File: config.mk
export PLATFORM = sky130hd
export DESIGN_NAME = pipelined_mux_tree_flat
export DESIGN_NICKNAME = d
export VERILOG_FILES = /design/src/rtl/pipelined_mux_tree_if.sv /design/src/rtl/pipelined_mux_tree.sv /design/src/flat_wrapper.sv
export SDC_FILE = /design/constraint.sdc
export NUM_CORES = 1
export LEC_CHECK = 0
export ABC_AREA = 1
export CORE_MARGIN = 5
export CORE_UTILIZATION = 45
export CTS_CLUSTER_SIZE = 12
export DETAILED_ROUTE_END_ITERATION = 8
export PLACE_DENSITY = 0.77
export SLEW_MARGIN = 20
export SYNTH_ARGS = -nofsm -noshare
export SYNTH_HDL_FRONTEND = slang
export SYNTH_SLANG_ARGS = --single-unit
File: constraint.sdc
create_clock -name clk -period 1.2 [get_ports clk]
set_input_delay 0.18 -clock clk [delete_from_list [all_inputs] [get_ports clk]]
set_output_delay 0.18 -clock clk [all_outputs]
set_load 0.02 [all_outputs]
File: src/rtl/pipelined_mux_tree_if.sv
// Bus interface for pipelined_mux_tree.
// Carries the channel inputs, select and request controls toward the tree, and the
// registered result (data, valid, producing channel, end-of-sweep flag) back out.
// When MUXTREE_PARITY_EN is defined it also carries f_par and the sticky par_err flag.
//   master : drives w, s, in_valid, scan_mode; observes the results
//   slave  : the mux tree itself
interface pipelined_mux_tree_if #(
  parameter int unsigned DATA_W = 1,
  parameter int unsigned LEVELS = 2
);
  localparam int unsigned SEL_W = 2 * LEVELS;
  localparam int unsigned N     = 1 << SEL_W;

  logic [N*DATA_W-1:0] w;
  logic [SEL_W-1:0]    s;
  logic                in_valid;
  logic                scan_mode;
  logic [DATA_W-1:0]   f;
  logic                out_valid;
  logic [SEL_W-1:0]    out_sel;
  logic                out_last;
`ifdef MUXTREE_PARITY_EN
  logic                f_par;
  logic                par_err;

  modport master (
    output w, s, in_valid, scan_mode,
    input  f, out_valid, out_sel, out_last, f_par, par_err
  );

  modport slave (
    input  w, s, in_valid, scan_mode,
    output f, out_valid, out_sel, out_last, f_par, par_err
  );
`else
  modport master (
    output w, s, in_valid, scan_mode,
    input  f, out_valid, out_sel, out_last
  );

  modport slave (
    input  w, s, in_valid, scan_mode,
    output f, out_valid, out_sel, out_last
  );
`endif
endinterface

File: src/rtl/pipelined_mux_tree.sv
// Pipelined N:1 mux tree (N = 4^LEVELS) built from registered 4:1 levels.
// Level j picks among groups of four using select digit esel[2j-1:2j-2]; every level
// carries valid, the full select and an end-of-sweep tag alongside the data.
// A scan counter can replace the external select to sweep all channels in order.
// Optional feature macro: MUXTREE_PARITY_EN (adds f_par and sticky par_err).
// Ports:
//   clk  : rising-edge clock
//   rst  : synchronous active-high reset
//   bus  : pipelined_mux_tree_if.slave (w, s, in_valid, scan_mode -> f, out_valid,
//          out_sel, out_last [, f_par, par_err])
module pipelined_mux_tree #(
  parameter int unsigned DATA_W = 1,
  parameter int unsigned LEVELS = 2
) (
  input  logic                 clk,
  input  logic                 rst,
  pipelined_mux_tree_if.slave  bus
);

  localparam int unsigned SEL_W = 2 * LEVELS;
  localparam int unsigned N     = 1 << SEL_W;

  logic [SEL_W-1:0] scan_cnt;
  logic [SEL_W-1:0] esel;

  // Scan counter: advances per scan request, wraps naturally at N, parked at 0 outside scan.
  always_ff @(posedge clk) begin
    if (rst) begin
      scan_cnt <= '0;
    end else if (!bus.scan_mode) begin
      scan_cnt <= '0;
    end else if (bus.in_valid) begin
      scan_cnt <= scan_cnt + SEL_W'(1);
    end
  end

  assign esel = bus.scan_mode ? scan_cnt : bus.s;

  // Level 0 is the unregistered source; levels 1..LEVELS are the pipeline registers.
  for (genvar j = 0; j <= LEVELS; j++) begin : g_lvl
    localparam int unsigned CNT = N >> (2 * j);

    logic [CNT*DATA_W-1:0] data;
    logic                  valid;
    logic [SEL_W-1:0]      sel;
    logic                  last;
`ifdef MUXTREE_PARITY_EN
    logic                  ref_par;
`endif

    if (j == 0) begin : g_src
      assign data  = bus.w;
      assign valid = bus.in_valid;
      assign sel   = esel;
      // End-of-sweep tag: only scan samples of channel N-1 qualify.
      assign last  = bus.scan_mode & (&esel);
`ifdef MUXTREE_PARITY_EN
      // Reference parity of the channel actually requested, checked at the output.
      assign ref_par = ^(bus.w[int'(esel)*DATA_W +: DATA_W]);
`endif
    end else begin : g_stg
      logic [CNT*DATA_W-1:0] nxt;
      logic [1:0]            dig;

      assign dig = g_lvl[j-1].sel[2*(j-1) +: 2];

      // One 4:1 cell per output group of this level.
      always_comb begin
        nxt = '0;
        for (int g = 0; g < int'(CNT); g++) begin
          case (dig)
            2'd0:    nxt[g*DATA_W +: DATA_W] = g_lvl[j-1].data[(4*g+0)*DATA_W +: DATA_W];
            2'd1:    nxt[g*DATA_W +: DATA_W] = g_lvl[j-1].data[(4*g+1)*DATA_W +: DATA_W];
            2'd2:    nxt[g*DATA_W +: DATA_W] = g_lvl[j-1].data[(4*g+2)*DATA_W +: DATA_W];
            default: nxt[g*DATA_W +: DATA_W] = g_lvl[j-1].data[(4*g+3)*DATA_W +: DATA_W];
          endcase
        end
      end

      // Valid/last follow upstream every cycle; payload only moves with a valid sample.
      always_ff @(posedge clk) begin
        if (rst) begin
          valid <= 1'b0;
          last  <= 1'b0;
          data  <= '0;
          sel   <= '0;
        end else begin
          valid <= g_lvl[j-1].valid;
          last  <= g_lvl[j-1].valid & g_lvl[j-1].last;
          if (g_lvl[j-1].valid) begin
            data <= nxt;
            sel  <= g_lvl[j-1].sel;
          end
        end
      end

`ifdef MUXTREE_PARITY_EN
      always_ff @(posedge clk) begin
        if (rst) begin
          ref_par <= 1'b0;
        end else if (g_lvl[j-1].valid) begin
          ref_par <= g_lvl[j-1].ref_par;
        end
      end

      if (j == LEVELS) begin : g_par
        logic f_par_q;
        logic par_err_q;

        // f_par is aligned with f; par_err latches any mismatch seen on a valid output.
        always_ff @(posedge clk) begin
          if (rst) begin
            f_par_q   <= 1'b0;
            par_err_q <= 1'b0;
          end else begin
            if (g_lvl[j-1].valid) begin
              f_par_q <= ^nxt;
            end
            if (valid && (ref_par != f_par_q)) begin
              par_err_q <= 1'b1;
            end
          end
        end

        assign bus.f_par   = f_par_q;
        assign bus.par_err = par_err_q;
      end
`endif
    end
  end

  assign bus.f         = g_lvl[LEVELS].data;
  assign bus.out_valid = g_lvl[LEVELS].valid;
  assign bus.out_sel   = g_lvl[LEVELS].sel;
  assign bus.out_last  = g_lvl[LEVELS].last;

endmodule

File: src/flat_wrapper.sv
// flat-port wrapper written by rule: the top's interface ports become plain ports
module pipelined_mux_tree_flat 
#(
  parameter int unsigned DATA_W = 1,
  parameter int unsigned LEVELS = 2
)
  (clk, rst, bus_w, bus_s, bus_in_valid, bus_scan_mode, bus_f, bus_out_valid, bus_out_sel, bus_out_last);
  pipelined_mux_tree_if #(.DATA_W(DATA_W), .LEVELS(LEVELS)) bus_i ();
  input  logic clk;
  input  logic rst;
  input wire logic [$bits(bus_i.w)-1:0] bus_w;
  input wire logic [$bits(bus_i.s)-1:0] bus_s;
  input wire logic [$bits(bus_i.in_valid)-1:0] bus_in_valid;
  input wire logic [$bits(bus_i.scan_mode)-1:0] bus_scan_mode;
  output wire logic [$bits(bus_i.f)-1:0] bus_f;
  output wire logic [$bits(bus_i.out_valid)-1:0] bus_out_valid;
  output wire logic [$bits(bus_i.out_sel)-1:0] bus_out_sel;
  output wire logic [$bits(bus_i.out_last)-1:0] bus_out_last;
  assign bus_i.w = bus_w;
  assign bus_i.s = bus_s;
  assign bus_i.in_valid = bus_in_valid;
  assign bus_i.scan_mode = bus_scan_mode;
  assign bus_f = bus_i.f;
  assign bus_out_valid = bus_i.out_valid;
  assign bus_out_sel = bus_i.out_sel;
  assign bus_out_last = bus_i.out_last;
  pipelined_mux_tree #(.DATA_W(DATA_W), .LEVELS(LEVELS)) u_core (.clk(clk), .rst(rst), .bus(bus_i));
endmodule
Fig. 1: run 1, port wiring
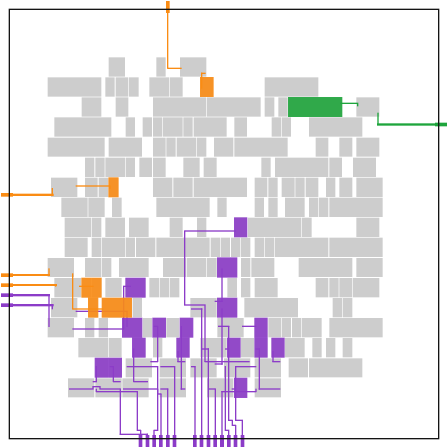
colour	port	direction	edge	end cells	wire
purple	`bus_w`	input	14 bottom, 2 left	16	300 um
orange	`bus_s`	input	3 left, 1 top	6	45.4 um
green	`bus_out_last`	output	right	1	11.8 um
IO Pins: 31
number of port buffers: 30

Fig. 2: run 1, the clock network
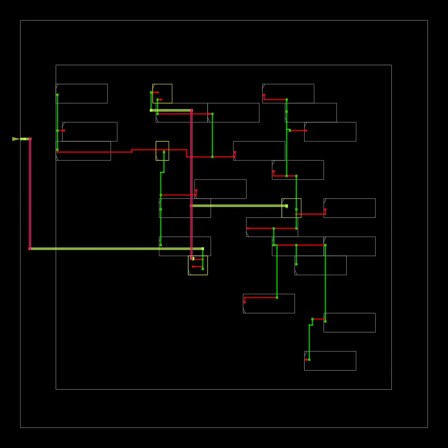
CTS sink cnt: 21
cts bufs inserted: 3
clk_skew: 0.00520 ns
Clock Power: 345 uW

==> flow_summary.json, run 1 <==
{
  "power_switching_uw": 394,
  "postSynthCellCount": 145,
  "synthesis.nets": 170,
  "hp-class": "reg -> reg",
  "rsz0062_at_grt": "false",
  "pwr-share-seq_pct": 53.7,
  "grt_use_met2_pct": 26.8,
  "cap_violations": 0,
  "synth_cell_type_count": 26,
  "grt_pass1_wl_um": 4130,
  "synthToLayoutAreaGrowth_pct": 39.0,
  "r2r_setup_slack_ns": 0.14,
  "worstMarginPinSlew_ns": 0.290,
  "switching_share_pct": 28.0,
  "min_to": "u_core.bus.out_last",
  "cp_max_fo": 2,
  "vias": 1049,
  "mux_share_pct": 0,
  "grt_use_total_pct": 15.8,
  "cp.depth": 1,
  "r2r-start": "u_core.scan_cnt[0]",
  "hold_path_depth": 2,
  "ctsHoldBuffers": 0,
  "viasPerCell": 4.95,
  "path_buffers": 1,
  "synthesis.area_um2": 1040,
  "p_leak_uw": 0.000631,
  "place_ws_ns": -0.398,
  "use_met3_pct": 4.01,
  "aoi_share_pct": 14.9,
  "cp_top_family": "flip-flops",
  "num_antenna_cells": 0,
  "stdcell_area_um2": 1440,
  "hold_slack_ns": 0.422,
  "final_nets": 210,
  "grtUsageMet1_pct": 18.4,
  "wl_per_cell_um": 11.2,
  "avgSynthCellArea_um2": 7.16,
  "powerComb_uw": 306,
  "clock_latency_ns": 0.31,
  "setup_tns_ns": 0,
  "critPathArrivalTime_ns": 0.98,
  "crit_start": "u_core.bus.f",
  "finalHoldViolCount": 0,
  "cts.htree.levels": 1,
  "synth-seq-cells": 21,
  "cp-start-kind": "register",
  "die_y_um": 58.0,
  "initCoreUtil_pct": 46.9,
  "top_power_group": "sequential cells",
  "postSynthSeqShare_pct": 40.5,
  "edf_count": 0,
  "grt-ovfl-total": 0,
  "fin_util_pct": 65.3,
  "warning_count": 26,
  "cpMaxStageDelayCell": "dfxtp_1",
  "power.total_uw": 1410,
  "layout.cells.non_filler": 212,
  "intPower_uw": 1010,
  "grt_pass1_vias": 1014,
  "die-area_um2": 3370,
  "final_layout_size_suffix_gt1_share_pct": 15.8,
  "fin_crit_ns": 1.16,
  "most_common_cell": "nand2_1",
  "synth_top_area_share_pct": 40.5,
  "yosysTopAreaCell": "dfxtp_1",
  "critPathCapture": "bus_f",
  "fin_ws_ns": 0.0420,
  "ys_chip_area_um2": 1040,
  "max_freq_mhz": 864,
  "antenna_found_initial": 0,
  "final_cell_mix": "nand2_1, clkdlybuf4s50_1, dfxtp_1",
  "postRouteAntennaNets": 0,
  "p_per_area_nw_per_um2": 974,
  "yosys_cells": 145,
  "p_seq_uw": 756,
  "path_cells": "dlygate4sd2_1",
  "die-width_um": 58.0,
  "drt_wl_total_um": 2370,
  "synth-xor-area-share_pct": 0,
  "grt.busiest_layer": "met2",
  "grt_max_degree": 13,
  "cp.required_ns": 1.02,
  "rows": 17,
  "place_area_um2": 1410,
  "outcome": "complete, no violations"
}
Fig. 3: run 1, selected gate families
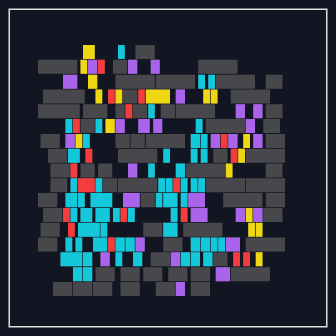
colour	family	cells	most used
cyan	NAND gates	56	nand2_1
purple	inverting AOI/OAI gates	27	a21oi_1
yellow	NOR gates	17	nor2_1
red	inverters	18	inv_1

[run 1: layer usage]
layer | routed length, um | vias to the layer above
met5 | 0 | -
met4 | 52 | 0
met3 | 135 | 7
met2 | 1180 | 25
met1 | 1010 | 469
li1 | - | 548
[run 1: area by class of cell]
cell class                 instances  area (um^2)
clock buffer                       3         22.5
clock inverter                     1         5.00
fill                             207          768
inverter                          18         72.6
multi-input combinational        101          517
sequential                        21          423
tap                               28         35.0
timing repair buffer              40          369
[run 1: sequential cells by signal, indices dropped and copies added, names as in the netlist]
register	count
u_core.bus.f	1
u_core.g_lvl.sel	4
u_core.g_lvl.valid	1
u_core.bus.out_last	1
u_core.g_lvl.last	1
u_core.bus.out_sel	4
u_core.bus.out_valid	1
u_core.g_lvl.data	4
u_core.scan_cnt	4
==> run 2: changes to the inputs <==
--- a/config.mk
+++ b/config.mk
@@ -7,10 +7,10 @@
 export LEC_CHECK = 0
 export ABC_AREA = 1
 export CORE_MARGIN = 5
-export CORE_UTILIZATION = 45
+export CORE_UTILIZATION = 46
 export CTS_CLUSTER_SIZE = 12
 export DETAILED_ROUTE_END_ITERATION = 8
-export PLACE_DENSITY = 0.77
+export PLACE_DENSITY = 0.78
 export SLEW_MARGIN = 20
 export SYNTH_ARGS = -nofsm -noshare
 export SYNTH_HDL_FRONTEND = slang
Fig. 4: run 2, placed cells, one colour a class
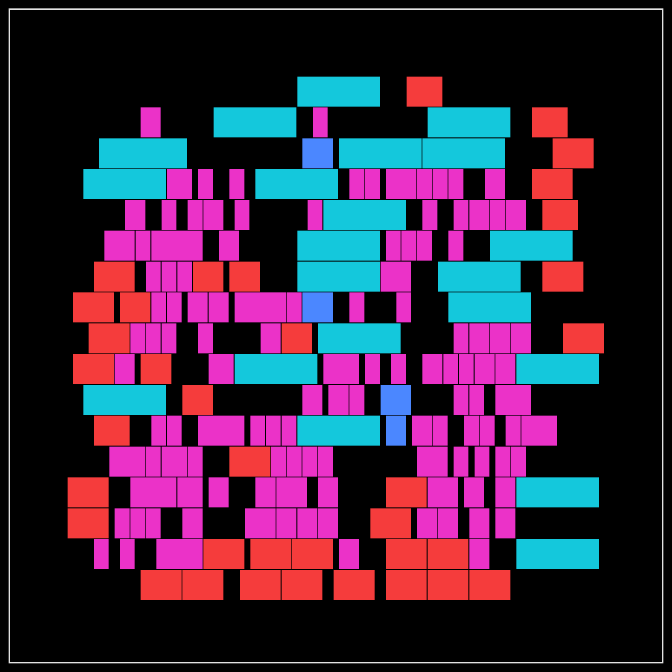
colour	class	cells	share of their area
magenta	combinational and other logic	119	43%
red	other buffers and delay cells	36	25%
blue	clock drivers and dummy loads	4	2.0%
cyan	flops	21	31%

==> flow_summary.json, run 2 <==
{
  "warning_count": 27,
  "final_cell_mix": "nand2_1, clkdlybuf4s50_1, dfxtp_1",
  "initCoreUtil_pct": 47.4,
  "hp-class": "reg -> reg",
  "antenna_found_initial": 0,
  "p_seq_uw": 756,
  "grt_pass1_vias": 980,
  "fin_ws_ns": 0.0604,
  "pwr-share-seq_pct": 54.9,
  "outcome": "complete, no violations",
  "num_io_pins": 31,
  "min_to": "u_core.bus.out_last",
  "die-area_um2": 3310,
  "cp_top_family": "flip-flops",
  "rows": 17,
  "synthesis.nets": 170,
  "non_clock_buffer_area_share_pct": 24.1,
  "seq_area_share_pct": 29.9,
  "power_switching_uw": 375,
  "final_nets": 206,
  "wl_per_cell_um": 11.2,
  "comb_cells": 101,
  "cp_max_fo": 2,
  "place_area_um2": 1380,
  "p_leak_uw": 0.000609,
  "die_y_um": 57.5,
  "die-width_um": 57.5,
  "cpMaxStageDelayCell": "dfxtp_1",
  "edf_count": 0,
  "yosysTopAreaCell": "dfxtp_1",
  "intPower_uw": 1000,
  "place_ws_ns": -0.366,
  "synthesis.area_um2": 1040,
  "path_cells": "dlygate4sd2_1",
  "setup_tns_ns": 0,
  "most_common_cell": "nand2_1",
  "dominant_cells": "combinational gates",
  "synth_cell_type_count": 26,
  "logic_area_um2": 514,
  "nNonClkBuffers": 36,
  "cts.sinks": 21,
  "ys_chip_area_um2": 1040,
  "p_per_area_nw_per_um2": 976,
  "final_layout_size_suffix_gt1_share_pct": 12.8,
  "postSynthCellCount": 145,
  "postSynthSeqShare_pct": 40.5,
  "synth_top_area_share_pct": 40.5,
  "max_freq_mhz": 878,
  "yosys_cells": 145,
  "ctsHoldBuffers": 0,
  "r2r-start": "u_core.scan_cnt[0]",
  "cts_made_buffers": 3
}
Fig. 5: run 2, the clock network
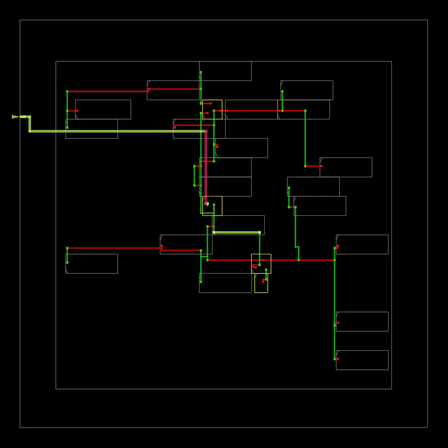
FF+latch count: 21
Clock Power: 330 uW
clk_skew: 0.00448 ns
# clk buffers: 3
Insertion Delay late pin: 0.30 ns

-- run 2: logic make-up (layout without fill, tap and decap cells) --
logic type	Yosys count	after routing	share of synthesized area (%)
compound gates	27	27	14.9
simple gates	73	73	32.7
flops	21	21	40.5
fa+ha+maj	1	1	1.20
buf+inv	23	58	10.7
-- run 2: metal layers --
metal	track usage [%]	part of all wire, %	routed length [um]
met5	0	0	0
met4	4.97	0.43	10
met3	2.71	4.0	93
met2	27.4	52	1220
met1	17.3	43	1000
-- run 2: through the flow --
stage	hold WS [ns]	utilization, %
3_3_place_gp	0.411	63.0
5_1_grt	0.457	64.4
4_1_cts	0.439	63.8
3_5_place_dp	0.422	63.0
6_report	0.433	64.4
2_1_floorplan	0.334	-
==> run 3: changes to the inputs <==
--- a/config.mk
+++ b/config.mk
@@ -11,6 +11,7 @@
 export CTS_CLUSTER_SIZE = 12
 export DETAILED_ROUTE_END_ITERATION = 8
 export PLACE_DENSITY = 0.78
+export REMOVE_ABC_BUFFERS = 1
 export SLEW_MARGIN = 20
 export SYNTH_ARGS = -nofsm -noshare
 export SYNTH_HDL_FRONTEND = slang
Fig. 6: run 3, routed clock nets over the placement
The bar under the picture is 20 um long.
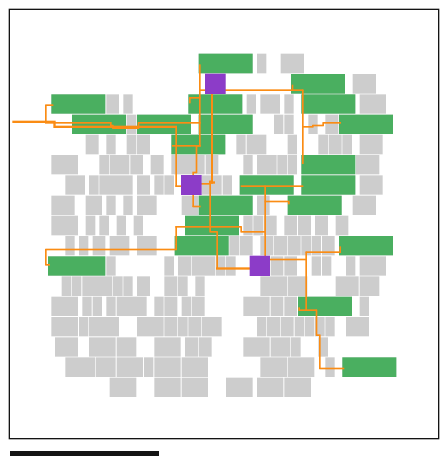
[orange] clock wires | length: 238 um
[purple] clock drivers | count: 3
[green] flip-flops | count: 21
routed clock nets	4

==> flow_summary.json, run 3 <==
{
  "outcome": "complete, no violations",
  "ctsHoldBuffers": 0,
  "synthToLayoutAreaGrowth_pct": 37.2,
  "avgSynthCellArea_um2": 7.16,
  "nNonClkBuffers": 38,
  "min_to": "u_core.bus.out_last",
  "edf_count": 0,
  "seqCellArea_um2": 422,
  "antenna_found_initial": 0,
  "wl_per_cell_um": 12.0,
  "num_antenna_cells": 0,
  "cap_violations": 0,
  "grt_pass1_vias": 983,
  "grt.busiest_layer": "met2",
  "n_all_inverters": 18,
  "fin_crit_ns": 1.16,
  "wl_met3_um": 124,
  "r2r-start": "u_core.scan_cnt[0]",
  "cpMaxStageDelayCell": "dfxtp_1",
  "intPower_uw": 1010,
  "dominant_cells": "combinational gates",
  "fin_ws_ns": 0.0390,
  "clk_share_pct": 1.93,
  "grt_use_total_pct": 15.1,
  "worstMarginPinSlew_ns": 0.312,
  "num_io_pins": 31,
  "comb_cells": 101,
  "pwr-share-seq_pct": 54.1,
  "crit_start": "u_core.bus.out_sel[0]",
  "most_common_cell": "nand2_1",
  "non_clock_buffer_area_share_pct": 24.7,
  "top_power_group": "sequential cells",
  "synth-seq-cells": 21,
  "use_met3_pct": 2.94,
  "grt-ovfl-total": 0,
  "hp-class": "reg -> reg",
  "tap_cells": 28,
  "synth_top_area_share_pct": 40.5,
  "powerComb_uw": 302,
  "logic_area_um2": 517,
  "yosysTopAreaCell": "dfxtp_1",
  "power_switching_uw": 391,
  "cp_top_family": "flip-flops"
}
Fig. 7: run 3, port wiring
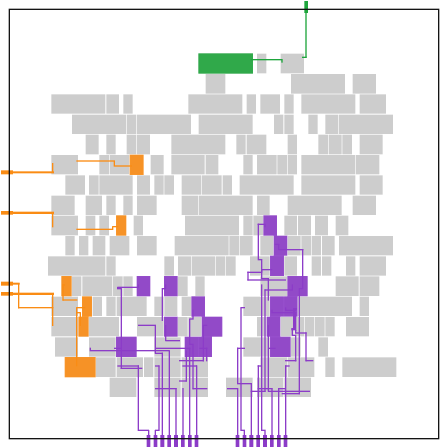
colour	port	direction	edge	end cells	wire
green	`bus_out_last`	output	top	1	11.0 um
purple	`bus_w`	input	bottom	16	367 um
orange	`bus_s`	input	left	6	60.7 um

run 3: logic make-up after synthesis:
| logic type | Yosys count | synth area share (%) |
|---|---|---|
| AOI/OAI and AO/OA | 27 | 14.9 |
| adders and majority gates | 1 | 1.20 |
| buffers and inverters | 23 | 10.7 |
| DFF | 21 | 40.5 |
| and+or+nand+nor | 73 | 32.7 |
run 3: stage by stage:
step / TNS (ns) / power [uW] / util, % / instances / hold slack [ns]
global route: 0 / 1470 / 65.0 / 210 / 0.455
floorplan: 0 / 909 / - / 140 / 0.242
detailed placement: -4.22 / 1080 / 63.7 / 206 / 0.422
CTS: 0 / 1410 / 64.5 / 210 / 0.438
finish: 0 / 1400 / 65.0 / 210 / 0.431
global placement: -3.46 / 1070 / 63.7 / 206 / 0.412
Power is estimated from default activity; no workload was simulated.
